$ cat config.mk
export PLATFORM = sky130hd
export DESIGN_NAME = seq_pattern_fsm_flat
export DESIGN_NICKNAME = d
export VERILOG_FILES = /design/src/rtl/seq_pattern_fsm_if.sv /design/src/rtl/seq_pattern_fsm.sv /design/src/flat_wrapper.sv
export SDC_FILE = /design/constraint.sdc
export NUM_CORES = 1
export LEC_CHECK = 0
export CORE_MARGIN = 2
export CORE_UTILIZATION = 25
export DETAILED_ROUTE_END_ITERATION = 10
export GPL_TIMING_DRIVEN = 1
export PLACE_DENSITY = 0.52
export SLEW_MARGIN = 5
export SYNTH_ARGS = -nofsm -noshare
export SYNTH_HDL_FRONTEND = slang
export SYNTH_SLANG_ARGS = --single-unit
$ cat constraint.sdc
create_clock -name clock -period 1.9 [get_ports clock]
set_input_delay 0.285 -clock clock [delete_from_list [all_inputs] [get_ports clock]]
set_output_delay 0.285 -clock clock [all_outputs]
set_load 0.03 [all_outputs]
$ cat src/rtl/seq_pattern_fsm_if.sv
// Bus bundle for seq_pattern_fsm: stream/config inputs and match/status outputs.
// With SEQ_PATTERN_MASK_EN defined the bundle also carries pattern_mask.
interface seq_pattern_fsm_if #(
   parameter int WIDTH       = 4,
   parameter int COUNT_WIDTH = 8
);
   logic                   enable;
   logic                   din;
   logic                   load;
   logic [WIDTH-1:0]       pattern;
   logic                   overlap;
`ifdef SEQ_PATTERN_MASK_EN
   logic [WIDTH-1:0]       pattern_mask;
`endif
   logic                   match;
   logic [COUNT_WIDTH-1:0] match_count;
   logic [1:0]             status;

`ifdef SEQ_PATTERN_MASK_EN
   modport master (output enable, din, load, pattern, overlap, pattern_mask,
                   input  match, match_count, status);
   modport slave  (input  enable, din, load, pattern, overlap, pattern_mask,
                   output match, match_count, status);
`else
   modport master (output enable, din, load, pattern, overlap,
                   input  match, match_count, status);
   modport slave  (input  enable, din, load, pattern, overlap,
                   output match, match_count, status);
`endif
endinterface

$ cat src/rtl/seq_pattern_fsm.sv
// Loadable serial pattern detector with overlap control and saturating hit count.
// Optional don't-care mask on the compare when SEQ_PATTERN_MASK_EN is defined.
//
// state  | meaning
// IDLE   | no pattern loaded, stream ignored
// FILL   | window not yet holding WIDTH fresh bits
// SEARCH | window full, last compare missed
// HIT    | last compare matched (match output high)
module seq_pattern_fsm #(
   parameter int WIDTH       = 4,
   parameter int COUNT_WIDTH = 8
) (
   input  logic             clock,
   input  logic             reset_n,
   seq_pattern_fsm_if.slave bus
);
   localparam int FW = $clog2(WIDTH + 1);
   localparam logic [FW-1:0]          FILL_FULL = FW'(WIDTH);
   localparam logic [COUNT_WIDTH-1:0] CNT_MAX   = '1;

   typedef enum logic [1:0] {
      IDLE   = 2'd0,
      FILL   = 2'd1,
      SEARCH = 2'd2,
      HIT    = 2'd3
   } state_t;

   state_t                 state_q, state_d;
   logic [WIDTH-1:0]       pat_q, win_q, win_d, next_win;
   logic [FW-1:0]          fill_q, fill_d, fill_inc;
   logic [COUNT_WIDTH-1:0] cnt_q;
   logic                   hit;

   assign next_win = {win_q[WIDTH-2:0], bus.din};
   assign fill_inc = fill_q + FW'(1);

`ifdef SEQ_PATTERN_MASK_EN
   logic [WIDTH-1:0] mask_q;
   assign hit = (((next_win ^ pat_q) & mask_q) == '0);
`else
   assign hit = (next_win == pat_q);
`endif

   always_comb begin
      state_d = state_q;
      win_d   = win_q;
      fill_d  = fill_q;
      case (state_q)
         IDLE: ;
         FILL: begin
            if (bus.enable) begin
               win_d  = next_win;
               fill_d = fill_inc;
               if (fill_inc == FILL_FULL) state_d = hit ? HIT : SEARCH;
            end
         end
         SEARCH: begin
            if (bus.enable) begin
               win_d   = next_win;
               state_d = hit ? HIT : SEARCH;
            end
         end
         HIT: begin
            if (bus.overlap) begin
               if (bus.enable) begin
                  win_d   = next_win;
                  state_d = hit ? HIT : SEARCH;
               end else begin
                  state_d = SEARCH;
               end
            end else begin
               // non-overlapping: the compare waits until WIDTH fresh bits arrive
               state_d = FILL;
               if (bus.enable) begin
                  win_d  = next_win;
                  fill_d = FW'(1);
               end else begin
                  fill_d = '0;
               end
            end
         end
         default: state_d = IDLE;
      endcase
   end

   always_ff @(posedge clock or negedge reset_n) begin
      if (!reset_n) begin
         state_q <= IDLE;
         pat_q   <= '0;
         win_q   <= '0;
         fill_q  <= '0;
         cnt_q   <= '0;
`ifdef SEQ_PATTERN_MASK_EN
         mask_q  <= '1;
`endif
      end else if (bus.load) begin
         state_q <= FILL;
         pat_q   <= bus.pattern;
         win_q   <= '0;
         fill_q  <= '0;
         cnt_q   <= '0;
`ifdef SEQ_PATTERN_MASK_EN
         mask_q  <= bus.pattern_mask;
`endif
      end else begin
         state_q <= state_d;
         win_q   <= win_d;
         fill_q  <= fill_d;
         // HIT is only ever held through a fresh compare, so every HIT next-state is an entry
         if (state_d == HIT && cnt_q != CNT_MAX) cnt_q <= cnt_q + COUNT_WIDTH'(1);
      end
   end

   assign bus.match       = (state_q == HIT);
   assign bus.status      = state_q;
   assign bus.match_count = cnt_q;
endmodule

$ cat src/flat_wrapper.sv
// flat-port wrapper written by rule: the top's interface ports become plain ports
module seq_pattern_fsm_flat 
#(
   parameter int WIDTH       = 4,
   parameter int COUNT_WIDTH = 8
)
  (clock, reset_n, bus_enable, bus_din, bus_load, bus_pattern, bus_overlap, bus_match, bus_match_count, bus_status);
  seq_pattern_fsm_if #(.WIDTH(WIDTH), .COUNT_WIDTH(COUNT_WIDTH)) bus_i ();
  input  logic clock;
  input  logic reset_n;
  input wire logic [$bits(bus_i.enable)-1:0] bus_enable;
  input wire logic [$bits(bus_i.din)-1:0] bus_din;
  input wire logic [$bits(bus_i.load)-1:0] bus_load;
  input wire logic [$bits(bus_i.pattern)-1:0] bus_pattern;
  input wire logic [$bits(bus_i.overlap)-1:0] bus_overlap;
  output wire logic [$bits(bus_i.match)-1:0] bus_match;
  output wire logic [$bits(bus_i.match_count)-1:0] bus_match_count;
  output wire logic [$bits(bus_i.status)-1:0] bus_status;
  assign bus_i.enable = bus_enable;
  assign bus_i.din = bus_din;
  assign bus_i.load = bus_load;
  assign bus_i.pattern = bus_pattern;
  assign bus_i.overlap = bus_overlap;
  assign bus_match = bus_i.match;
  assign bus_match_count = bus_i.match_count;
  assign bus_status = bus_i.status;
  seq_pattern_fsm #(.WIDTH(WIDTH), .COUNT_WIDTH(COUNT_WIDTH)) u_core (.clock(clock), .reset_n(reset_n), .bus(bus_i));
endmodule
Figure 1. Clock nets (run 1).
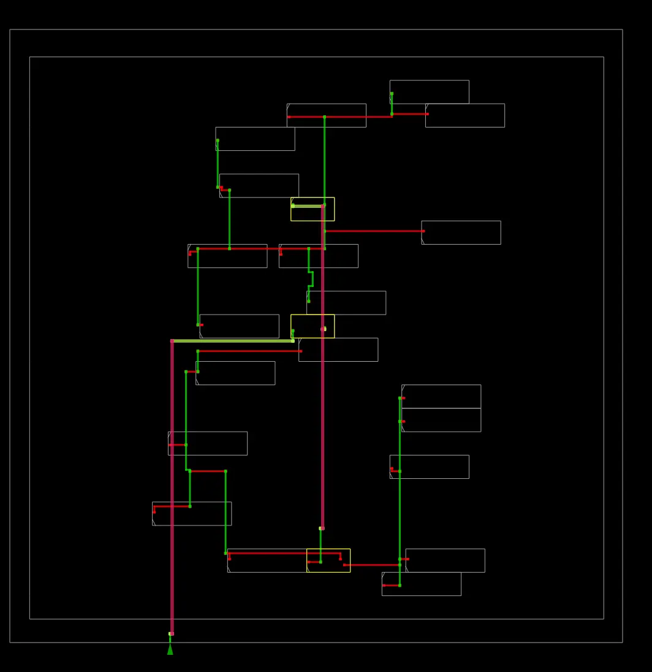
Num CTS Buffers: 3
clk pwr: 279 uW
clk_skew: 0.00401 ns
clkbuf count: 3
clk sink count: 20

Figure 2. Close-up of the layout (run 1).
Window x 0 to 40, y 31 to 71 um. Cells in gray, sequential cells in the stronger gray; small squares are vias.
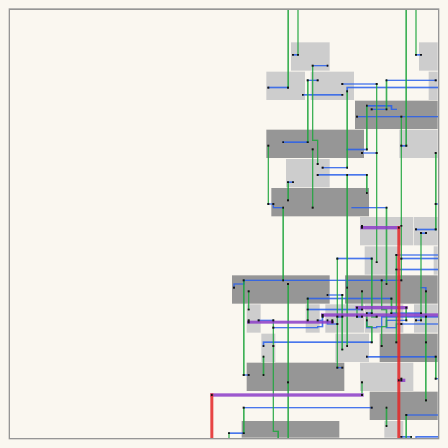
layer	color
met1	blue
met4	red
met3	purple
met2	green
netlist names of flops here include	u_core.pat_q (4), u_core.win_q (3), u_core.bus.match_count (2)
sequential cells in the window	9
most frequent	dfrtp_1 (9)
cells with their middle in the window	26

==> results.py, run 1 <==
# Generated from Yosys and OpenROAD reports
metrics = {
    "outcome": {
        "outcome": "finished clean",
    },
    "pwr": {
        "power.group.top": "registers",
        "swShare": 0.255,
    },
    "clocking": {
        "postCtsSetupRepairBufs": 0,
        "root_buffer": "clkbuf_8",
    },
    "final_layout": {
        "mostFrequentLayoutCells": "20 x dfrtp_1, 19 x clkdlybuf4s50_1, 16 x buf_4",
        "drive_gt1_frac": 0.273,
        "largest_reg_flops": 8,
        "stdcell_count": 195,
    },
    "synthesis": {
        "ys_sh_xor": 0.0388,
        "ys_sh_aoi": 0.163,
        "top_logic_kind": "simple AND/OR/NAND/NOR gates",
        "flop_cell": "dfrtp_1",
        "edf_count": 0,
        "yosys-stat-area_sq_um": 1130,
    },
    "drt": {
        "met1_length_um": 1100,
        "met3_length_um": 74,
        "drtIter0Drc": 25,
    },
    "final_timing": {
        "fmax_ghz": 0.536,
    },
    "setup_path": {
        "cp-end-kind": "register",
        "ff2ff_setup_slack_ns": 0.03,
        "worst_ep_arrival_time_ns": 2.06,
    },
    "floorplan": {
        "row_count": 24,
    },
    "placement": {
        "post-dp-hpwl_um": 1900,
    },
}
Figure 3. Where the registers sit (run 1).
The bar under the picture is 20 um long. Other sequential cells in the stronger gray, the rest of the logic in the fainter gray.
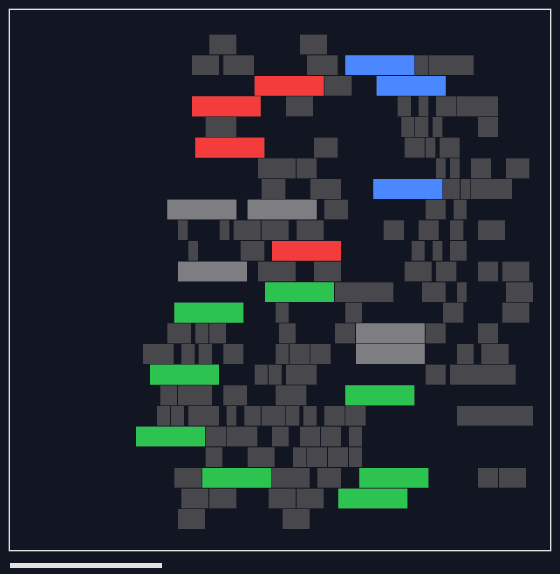
signal	color	sequential cells
u_core.pat_q	red	4
u_core.fill_q	blue	3
u_core.bus.match_count	green	8
not colored	5

Figure 4. Port wiring (run 1).
The bar under the picture is 20 um long.
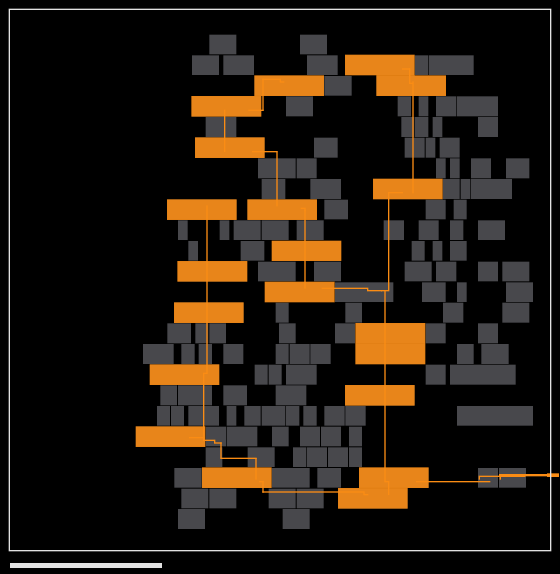
port	color	bits	direction	end cells	buffers	wire
reset_n	orange	1	input	20	2	189 um

==> run 2, diff against run 1 <==
- ABC_CLOCK_PERIOD_IN_PS: default -> 1900
Figure 5. Clock nets (run 2).
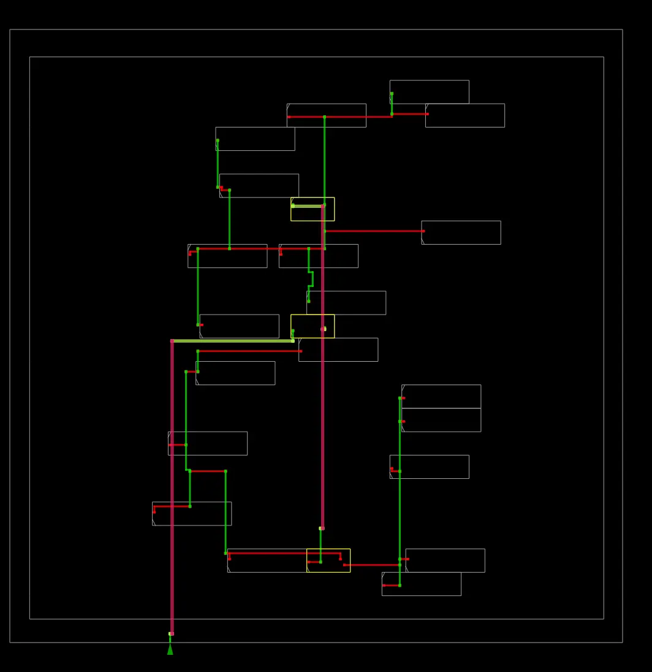
Flops: 20
Late-Pin Clk Latency: 0.26 ns

Figure 6. Close-up of the layout (run 2).
Window x 0 to 40, y 31 to 71 um. Cells in gray, sequential cells in the stronger gray; small squares are vias.
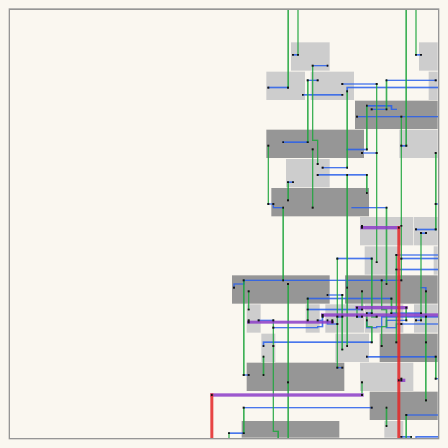
layer	color
met3	purple
met4	red
met2	green
met1	blue
most frequent	dfrtp_1 (9)
netlist names of flops here include	u_core.pat_q (4), u_core.win_q (3), u_core.bus.match_count (2)
cells with their middle in the window	26
sequential cells in the window	9

==> run 2 against run 1 <==
Die area unchanged. Flip-flop count did not move. Maximum frequency is the same. Via count is the same. Clock-buffer cell count unchanged.
==> results.py, run 2 <==
# Generated from Yosys and OpenROAD reports
metrics = {
    "drt": {
        "met3_length_um": 74,
        "drtIter0Drc": 25,
        "met1_length_um": 1100,
    },
    "final_timing": {
        "fin_worst_skew_ns": 0.00401,
        "finalCritPeriodShare": 0.982,
        "fmax_ghz": 0.536,
    },
    "synthesis": {
        "ys_sh_aoi": 0.163,
        "yosys-stat-area_sq_um": 1130,
        "ys_sh_xor": 0.0388,
        "flop_cell": "dfrtp_1",
        "edf_count": 0,
    },
    "placement": {
        "gp_congestion": 0.789,
        "post-dp-hpwl_um": 1900,
    },
    "final_layout": {
        "drive_gt1_frac": 0.273,
        "nClkBuffers": 3,
        "mostFrequentLayoutCells": "20 x dfrtp_1, 19 x clkdlybuf4s50_1, 16 x buf_4",
    },
    "pwr": {
        "combPwrFrac": 0.184,
        "powerComb_uw": 168,
        "power.group.top": "registers",
        "seq-power_uw": 464,
    },
    "setup_path": {
        "r2r_end": "u_core.bus.match_count[7]$_DFFE_PN0P_",
        "cp-end-kind": "register",
        "worst_ep_arrival_time_ns": 2.06,
        "ff2ff_setup_slack_ns": 0.03,
    },
    "clocking": {
        "postCtsSetupRepairBufs": 0,
        "root_buffer": "clkbuf_8",
    },
    "outcome": {
        "outcome": "finished clean",
    },
    "floorplan": {
        "row_count": 24,
    },
}
==> run 3, diff against run 2 <==
- CTS_BUF_LIST: default -> sky130_fd_sc_hd__clkbuf_8
Figure 7. Port wiring (run 3).
The bar under the picture is 20 um long.
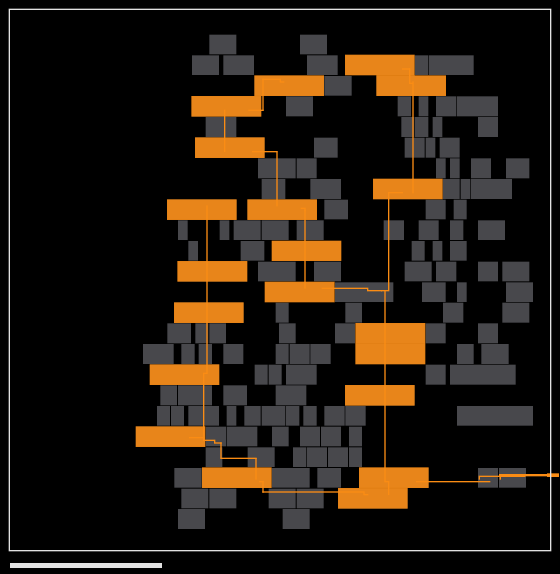
port	color	bits	direction	end cells	buffers	wire
reset_n	orange	1	input	20	2	189 um
PortBufs: 20
I/O pin count: 21

Figure 8. Where the registers sit (run 3).
The bar under the picture is 20 um long. Other sequential cells in the stronger gray, the rest of the logic in the fainter gray.
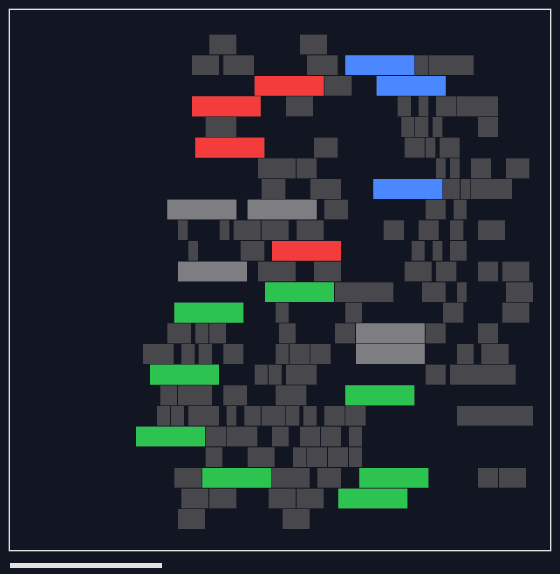
signal	color	sequential cells
u_core.pat_q	red	4
u_core.fill_q	blue	3
u_core.bus.match_count	green	8
final core utilization: 0.364
flop share of the area: 0.316
Sequential Power: 464 uW

==> run 3 against run 2 <==
Critical path depth unchanged. Synthesized cell count unchanged. Register-to-register slack about the same. Clock skew unchanged. Die area unchanged.
==> results.py, run 3 <==
# Generated from Yosys and OpenROAD reports
metrics = {
    "outcome": {
        "outcome": "finished clean",
    },
    "setup_path": {
        "cp-startpoint": "u_core.fill_q[0]$_DFFE_PN0P_",
        "r2r_end": "u_core.bus.match_count[7]$_DFFE_PN0P_",
        "cp_cell_sequence": "ha_2 > xnor2_2 > buf_4 > o2bb2ai_4 > nand2_4 > or4_4 > a21oi_2",
        "cp-end-kind": "register",
        "ff2ff_setup_slack_ns": 0.03,
        "worst_ep_arrival_time_ns": 2.06,
        "cp_num_cells": 7,
        "critPathBufInv": 1,
    },
    "clocking": {
        "clock_latency_ns": 0.26,
        "cts_htree_levels": 1,
        "cts_tree": "done",
        "postCtsSetupRepairBufs": 0,
        "root_buffer": "clkbuf_8",
    },
    "synthesis": {
        "flop_cell": "dfrtp_1",
        "yosys-stat-area_sq_um": 1130,
        "ys_sh_aoi": 0.163,
        "edf_count": 0,
        "ys_sh_xor": 0.0388,
    },
    "final_timing": {
        "finalHoldViolCount": 0,
        "finalWorstSetupSlack_ns": 0.0344,
        "fin_worst_skew_ns": 0.00401,
        "rsz0062_at_grt": "yes",
        "fmax_ghz": 0.536,
    },
    "grt": {
        "gr-usage-met2": 0.178,
    },
    "placement": {
        "gp_congestion": 0.789,
        "post-dp-hpwl_um": 1900,
    },
    "drt": {
        "num_vias": 971,
        "met3_length_um": 74,
        "route.met2.wl_um": 1260,
        "met1_length_um": 1100,
    },
    "final_layout": {
        "mostFrequentLayoutCells": "20 x dfrtp_1, 19 x clkdlybuf4s50_1, 16 x buf_4",
        "drive_gt1_frac": 0.273,
        "nClkBuffers": 3,
        "flops": 20,
    },
    "pwr": {
        "power.group.top": "registers",
        "internal-power_uw": 678,
        "cellPowerDensity_nw_per_um2": 575,
        "combPwrFrac": 0.184,
    },
    "floorplan": {
        "row_count": 24,
    },
}
No activity file was given, so power comes from the tool's default toggle rates.
